**src/rtl/voice_mixer.sv**
```systemverilog
// -----------------------------------------------------------------------------
// voice_mixer
//
// Sample source for the I2S output path. Once per sample period it sums
// NUM_VOICES sawtooth oscillators (one voice per clock), scales the sum by an
// arithmetic right shift, saturates it to signed 16 bits and offers it to the
// sample FIFO. If the FIFO is full, the sample is dropped and counted.
//
// Ports
//   MCLK        in   master clock (256 x 44.1 kHz)
//   RESET_N     in   asynchronous active-low reset
//   VOICE_WE    in   one-cycle voice register write strobe
//   VOICE_SEL   in   voice index to write
//   VOICE_ON    in   gate value; 1 sets inc/on, 0 turns voice off and clears phase
//   VOICE_INC   in   phase increment for the selected voice
//   FIFO_FULL   in   sample FIFO full flag, sampled only in WRITE
//   AUDIO       out  signed sample presented to the FIFO write data
//   FIFO_WRITE  out  one-cycle FIFO write strobe
//   DROP_COUNT  out  dropped-sample count, saturating at 255
//   BUSY        out  high whenever the state machine is not IDLE
// -----------------------------------------------------------------------------
module voice_mixer #(
    parameter int  NUM_VOICES = 8,
    parameter int  PHASE_W    = 24,
    parameter int  DIV        = 256,
    parameter int  VOL_SHIFT  = 3,
    localparam int SEL_W      = $clog2(NUM_VOICES)
) (
    input  logic                      MCLK,
    input  logic                      RESET_N,
    input  logic                      VOICE_WE,
    input  logic [SEL_W-1:0]          VOICE_SEL,
    input  logic                      VOICE_ON,
    input  logic [PHASE_W-1:0]        VOICE_INC,
    input  logic                      FIFO_FULL,
    output logic signed [15:0]        AUDIO,
    output logic                      FIFO_WRITE,
    output logic [7:0]                DROP_COUNT,
    output logic                      BUSY
);

    // Accumulator holds the full sum of NUM_VOICES signed 16-bit values
    // plus one guard bit.
    localparam int ACC_W = 16 + SEL_W + 1;
    localparam int DIV_W = $clog2(DIV);

    localparam logic signed [ACC_W-1:0] SAT_MAX = ACC_W'(32'sd32767);
    localparam logic signed [ACC_W-1:0] SAT_MIN = ACC_W'(-32'sd32768);

    typedef enum logic [1:0] {
        ST_IDLE  = 2'd0,
        ST_ACCUM = 2'd1,
        ST_SAT   = 2'd2,
        ST_WRITE = 2'd3
    } state_t;

    // Scale the accumulated sum and clamp it into the signed 16-bit range.
    function automatic logic signed [15:0] scale_sat(input logic signed [ACC_W-1:0] acc);
        logic signed [ACC_W-1:0] scaled;
        scaled = acc >>> VOL_SHIFT;
        if (scaled > SAT_MAX) begin
            return 16'sh7FFF;
        end else if (scaled < SAT_MIN) begin
            return 16'sh8000;
        end else begin
            return scaled[15:0];
        end
    endfunction

    logic [DIV_W-1:0]          divider_q, divider_d;
    state_t                    state_q, state_d;
    logic [SEL_W-1:0]          idx_q, idx_d;
    logic signed [ACC_W-1:0]   acc_q, acc_d;
    logic signed [15:0]        audio_q, audio_d;
    logic [7:0]                drop_q, drop_d;
    logic                      fifo_write_s;
    logic                      tick_s;
    logic signed [15:0]        voice_sample_s;
    logic signed [ACC_W-1:0]   voice_ext_s;

    logic [PHASE_W-1:0]        phase_q [NUM_VOICES];
    logic [PHASE_W-1:0]        phase_d [NUM_VOICES];
    logic [PHASE_W-1:0]        inc_q   [NUM_VOICES];
    logic [PHASE_W-1:0]        inc_d   [NUM_VOICES];
    logic [NUM_VOICES-1:0]     on_q, on_d;

    // Sample-period divider: free-running, wraps at DIV-1 and ticks there.
    always_comb begin
        divider_d = divider_q;
        tick_s    = 1'b0;
        if (divider_q == DIV_W'(DIV - 1)) begin
            divider_d = '0;
            tick_s    = 1'b1;
        end else begin
            divider_d = divider_q + DIV_W'(1);
            tick_s    = 1'b0;
        end
    end

    // Divider register.
    always_ff @(posedge MCLK or negedge RESET_N) begin
        if (!RESET_N) begin
            divider_q <= '0;
        end else begin
            divider_q <= divider_d;
        end
    end

    // Top 16 phase bits of the voice being accumulated, sign-extended to the
    // accumulator width.
    always_comb begin
        voice_sample_s = phase_q[idx_q][PHASE_W-1 -: 16];
        voice_ext_s    = {{(ACC_W-16){voice_sample_s[15]}}, voice_sample_s};
    end

    // Sample state machine: next state, accumulator, output sample and drops.
    always_comb begin
        state_d      = state_q;
        idx_d        = idx_q;
        acc_d        = acc_q;
        audio_d      = audio_q;
        drop_d       = drop_q;
        fifo_write_s = 1'b0;
        case (state_q)
            ST_IDLE: begin
                if (tick_s) begin
                    acc_d   = '0;
                    idx_d   = '0;
                    state_d = ST_ACCUM;
                end else begin
                    state_d = ST_IDLE;
                end
            end
            ST_ACCUM: begin
                // Uses the registered on/phase, so a same-cycle voice write
                // cannot disturb this voice's contribution.
                if (on_q[idx_q]) begin
                    acc_d = acc_q + voice_ext_s;
                end else begin
                    acc_d = acc_q;
                end
                if (idx_q == SEL_W'(NUM_VOICES - 1)) begin
                    state_d = ST_SAT;
                end else begin
                    idx_d   = idx_q + SEL_W'(1);
                    state_d = ST_ACCUM;
                end
            end
            ST_SAT: begin
                audio_d = scale_sat(acc_q);
                state_d = ST_WRITE;
            end
            ST_WRITE: begin
                if (!FIFO_FULL) begin
                    fifo_write_s = 1'b1;
                end else if (drop_q != 8'hFF) begin
                    drop_d = drop_q + 8'd1;
                end else begin
                    drop_d = drop_q;
                end
                state_d = ST_IDLE;
            end
            default: begin
                state_d = ST_IDLE;
            end
        endcase
    end

    // State machine and datapath registers.
    always_ff @(posedge MCLK or negedge RESET_N) begin
        if (!RESET_N) begin
            state_q <= ST_IDLE;
            idx_q   <= '0;
            acc_q   <= '0;
            audio_q <= 16'sd0;
            drop_q  <= 8'd0;
        end else begin
            state_q <= state_d;
            idx_q   <= idx_d;
            acc_q   <= acc_d;
            audio_q <= audio_d;
            drop_q  <= drop_d;
        end
    end

    // Voice registers: phase advance for the accumulated voice plus host writes.
    // A write's on/inc always win; a gate-off write clears phase and overrides
    // any advance happening in the same cycle.
    always_comb begin
        for (int v = 0; v < NUM_VOICES; v++) begin
            if (VOICE_WE && (VOICE_SEL == SEL_W'(v)) && !VOICE_ON) begin
                phase_d[v] = '0;
            end else if ((state_q == ST_ACCUM) && (idx_q == SEL_W'(v)) && on_q[v]) begin
                phase_d[v] = phase_q[v] + inc_q[v];
            end else begin
                phase_d[v] = phase_q[v];
            end

            if (VOICE_WE && (VOICE_SEL == SEL_W'(v))) begin
                on_d[v]  = VOICE_ON;
                inc_d[v] = VOICE_ON ? VOICE_INC : inc_q[v];
            end else begin
                on_d[v]  = on_q[v];
                inc_d[v] = inc_q[v];
            end
        end
    end

    // Voice register storage.
    always_ff @(posedge MCLK or negedge RESET_N) begin
        if (!RESET_N) begin
            for (int v = 0; v < NUM_VOICES; v++) begin
                phase_q[v] <= '0;
                inc_q[v]   <= '0;
            end
            on_q <= '0;
        end else begin
            for (int v = 0; v < NUM_VOICES; v++) begin
                phase_q[v] <= phase_d[v];
                inc_q[v]   <= inc_d[v];
            end
            on_q <= on_d;
        end
    end

    // The strobe is decoded from the WRITE state so that FIFO_FULL, sampled in
    // that same cycle, gates it directly.
    assign FIFO_WRITE = fifo_write_s;
    assign AUDIO      = audio_q;
    assign DROP_COUNT = drop_q;
    assign BUSY       = (state_q != ST_IDLE);

endmodule

```
**config.mk**
```make
export PLATFORM = sky130hd
export DESIGN_NAME = voice_mixer
export DESIGN_NICKNAME = d
export VERILOG_FILES = /design/src/rtl/voice_mixer.sv
export SDC_FILE = /design/constraint.sdc
export NUM_CORES = 1
export LEC_CHECK = 0
export ABC_AREA = 1
export CAP_MARGIN = 20
export CORE_UTILIZATION = 45
export CTS_CLUSTER_SIZE = 14
export DETAILED_ROUTE_END_ITERATION = 7
export PLACE_DENSITY = 0.66
export SYNTH_ARGS = -nofsm -noshare
export SYNTH_HDL_FRONTEND = slang
export SYNTH_SLANG_ARGS = --single-unit
```
**constraint.sdc**
```tcl
create_clock -name MCLK -period 3.8 [get_ports MCLK]
set_clock_uncertainty 0.15 [all_clocks]
set_input_delay 0.76 -clock MCLK [delete_from_list [all_inputs] [get_ports MCLK]]
set_output_delay 0.76 -clock MCLK [all_outputs]
set_load 0.02 [all_outputs]
```
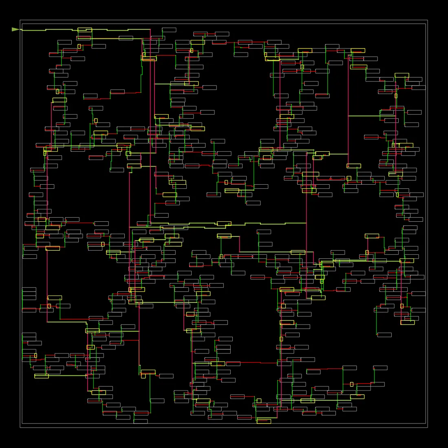
run_1/clocks.png
number of flip-flops and latches: 449
TritonCTS Buffers: 53

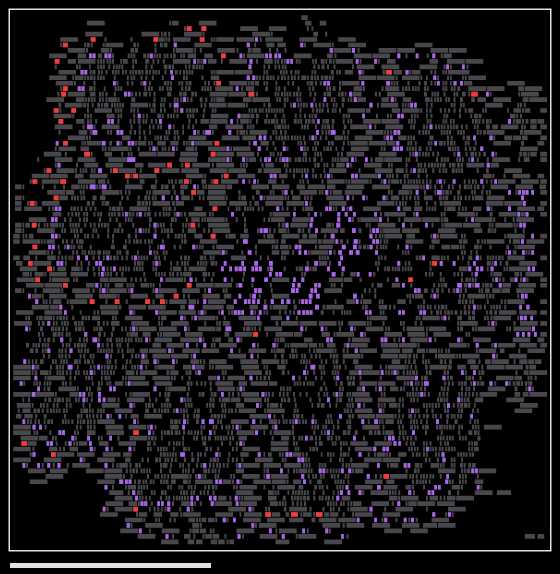
run_1/logic_types.png
Bar = 100 um.
Red stands for AND-OR and OR-AND gates, cells 62, most used o21a_1. Purple stands for inverting AOI/OAI gates, cells 647, most used o21ai_0, where spread over the die.
post-layout instance count excluding filler cells: 5,862
most common logic cell in the routed design: sky130_fd_sc_hd__nand2_1
multi-input combinational area share: 50.0%

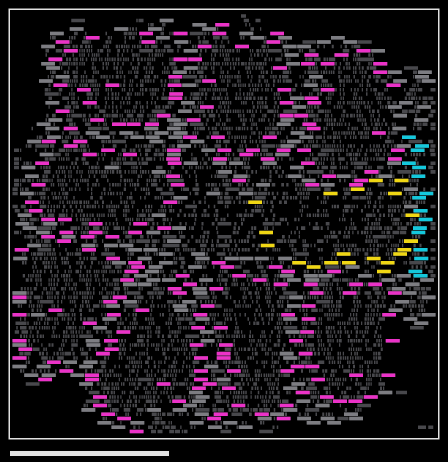
run_1/flops_by_reg.png
Bar = 100 um. Other sequential cells in the stronger grey, the rest of the logic in the fainter grey.
Yellow stands for acc_q, sequential cells 20, where middle right. Cyan stands for AUDIO, sequential cells 16, where middle right. Magenta stands for phase_q, sequential cells 192, where spread over the die.
Another 221 sequential cells are not coloured.
total sequential power: 5.59 mW
flop share of the area: 31.8%
utilization after layout: 50.2%
sequential cell area: 0.0112 sq mm

==> reports/metrics.cfg, run 1 <==
[layout]
nFillCells = 7139
final-clk-cell-share_pct = 4.80

[logic_synthesis]
avgSynthCellArea_sq_um = 6.63
synth_top_area_share_pct = 35.0
postSynthNetCount = 5093

[setup_path]
cp.depth = 16
crit_path_capture_type = register
crit_slowest_cell = sky130_fd_sc_hd__o21ai_0
crit_start = idx_q[0]
cp-endpoint = acc_q[16]

[detailed_routing]
totalWireLength_mm = 101
drc = 0
detailedRoute.firstIterationViolations = 2484

[outcome]
run_status = completed

[clock_network]
tritoncts = done
cts.sink_count = 449
post-cts-setup-buffers = 0

[die]
io_pins = 58

[worst_hold_path]
holdPathStages = 1
hp-class = register to register

[pwr]
power.density_mw_per_mm2 = 372
power_switching_mw = 4.11
switching_fraction_of_total_power_pct = 31.3

[global_route]
grt.total_usage_pct = 28.4
antenna_violations_before_repair = 11

==> run 1: metal layers <==
| metal | share of wire [%] | vias up |
|---|---|---|
| met5 | 0 | - |
| met4 | 3.2 | 0 |
| met3 | 5.5 | 137 |
| met2 | 45 | 752 |
| met1 | 47 | 14100 |
| li1 | - | 15400 |
==> run 1: logic make-up (layout without fill, tap and decap cells) <==
group	Yosys count	after routing	share of synthesized area [%]
muxes	2	2	0.0702
AOI/OAI and AO/OA	709	709	11.9
buffers and inverters	804	883	10.0
xor gates and xnor gates	27	27	0.737
other	0	2	0
adders and majority gates	220	220	8.79
DFF	449	449	35.0
and+or+nand+nor	2630	2630	33.4
==> run 2, diff against run 1 <==
--- a/config.mk
+++ b/config.mk
@@ -8,7 +8,6 @@
 export ABC_AREA = 1
 export CAP_MARGIN = 20
 export CORE_UTILIZATION = 45
-export CTS_CLUSTER_SIZE = 14
 export DETAILED_ROUTE_END_ITERATION = 7
 export PLACE_DENSITY = 0.66
 export SYNTH_ARGS = -nofsm -noshare
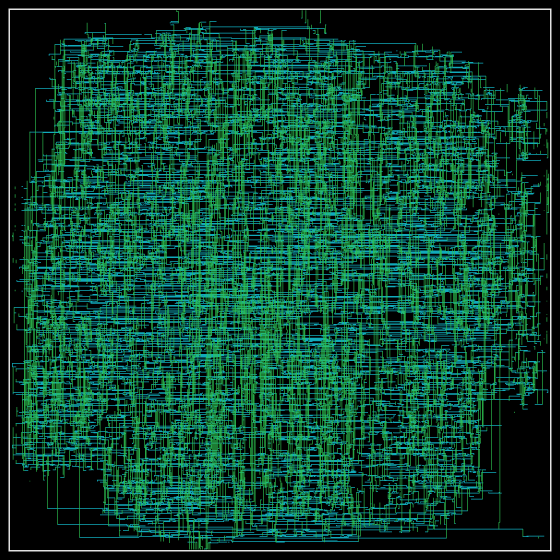
run_2/wires.png
Only two layers are drawn.
Cyan stands for metal 1, wire length 47.0 mm. Green stands for metal 2, wire length 45.1 mm.
average wire per cell in the routed design: 17.2 um
total routing resource utilization after global routing: 28.4%
total detailed-routing wirelength: 101 mm

==> run 2 against run 1 <==
Critical path depth unchanged; first-iteration DRC count increased by 3.8%; via count decreased by 0.11%; utilization about the same; count of clock-buffer cells in the layout unchanged; wire length about the same; global-route usage about the same; highest routed layer unchanged; critical endpoint is now acc_q[12].
==> reports/metrics.cfg, run 2 <==
[detailed_routing]
met1_length_mm = 47.0  ; -0.56%
detailedRoute.firstIterationViolations = 2578  ; +3.8%
drc = 0  ; unchanged
top_routing_layer_in_use = met4

[layout]
seq-cell-share_pct = 31.8  ; about the same
numSequentialCells = 449  ; unchanged
nFillCells = 7142  ; +0.042%
final-clk-cell-share_pct = 4.80  ; about the same
finalCoreUtilization_pct = 50.2  ; about the same
layout.cells.most_common = sky130_fd_sc_hd__nand2_1

[logic_synthesis]
dominant_non_sequential_cell_family_after_synthesis = simple AND/OR/NAND/NOR gates
xor_share_pct = 0.737  ; unchanged
synth.area.mux_share_pct = 0.0702  ; unchanged
synth_top_area_share_pct = 35.0  ; unchanged
avgSynthCellArea_sq_um = 6.63  ; unchanged
synthSimpleGateAreaFrac_pct = 33.4  ; unchanged
postSynthNetCount = 5093  ; unchanged

[pwr]
power_switching_mw = 4.11  ; about the same
power.density_mw_per_mm2 = 372  ; about the same
power.sequential.total_mw = 5.59  ; about the same
switching_fraction_of_total_power_pct = 31.3  ; about the same

[global_route]
antenna_violations_before_repair = 10  ; -1

[clock_network]
post-cts-setup-buffers = 0  ; unchanged
cts_buffers = 53  ; unchanged
tritoncts = done
cts.sink_count = 449  ; unchanged

[worst_hold_path]
hp-class = register to register

[outcome]
run_status = completed

[setup_path]
crit_slowest_cell = sky130_fd_sc_hd__o21ai_0

[die]
io_pins = 58  ; unchanged

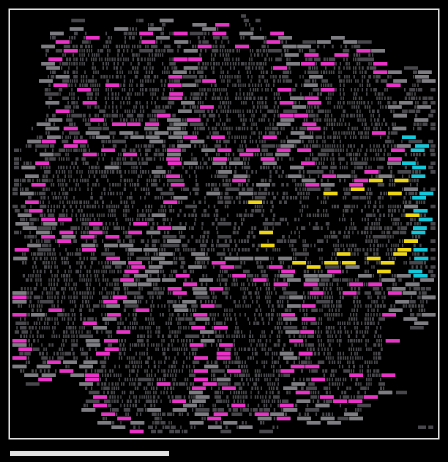
run_2/flops_by_reg.png
Bar = 100 um. Other sequential cells in the stronger grey, the rest of the logic in the fainter grey.
Cyan stands for AUDIO, sequential cells 16, where middle right. Magenta stands for phase_q, sequential cells 192, where spread over the die. Yellow stands for acc_q, sequential cells 20, where middle right.
Another 221 sequential cells are not coloured.

[run 2: cell families after synthesis]
logic type	after synthesis
and+or+nand+nor	2630
muxes	2
DFF	449
adders and majority gates	220
buffers and inverters	804
AOI/OAI and AO/OA	709
xor gates and xnor gates	27
[run 2: path summary, 6_finish.rpt]
| path | start | cells after the start | endpoint | slack, ns |
|---|---|---|---|---|
| max | idx_q[0] | 16 | acc_q[12] | 0.48 |
| min | divider_q[0] | 1 | divider_q[0] | 0.31 |
| max reg2reg | idx_q[0] | 16 | acc_q[12] | 0.48 |
| min reg2reg | divider_q[0] | 1 | divider_q[0] | 0.31 |
| max in group asynchronous | RESET_N | 3 | inc_q[176] | 1.96 |
| min in group asynchronous | RESET_N | 2 | inc_q[9] | 0.55 |
Power and IR drop assume default switching activity.
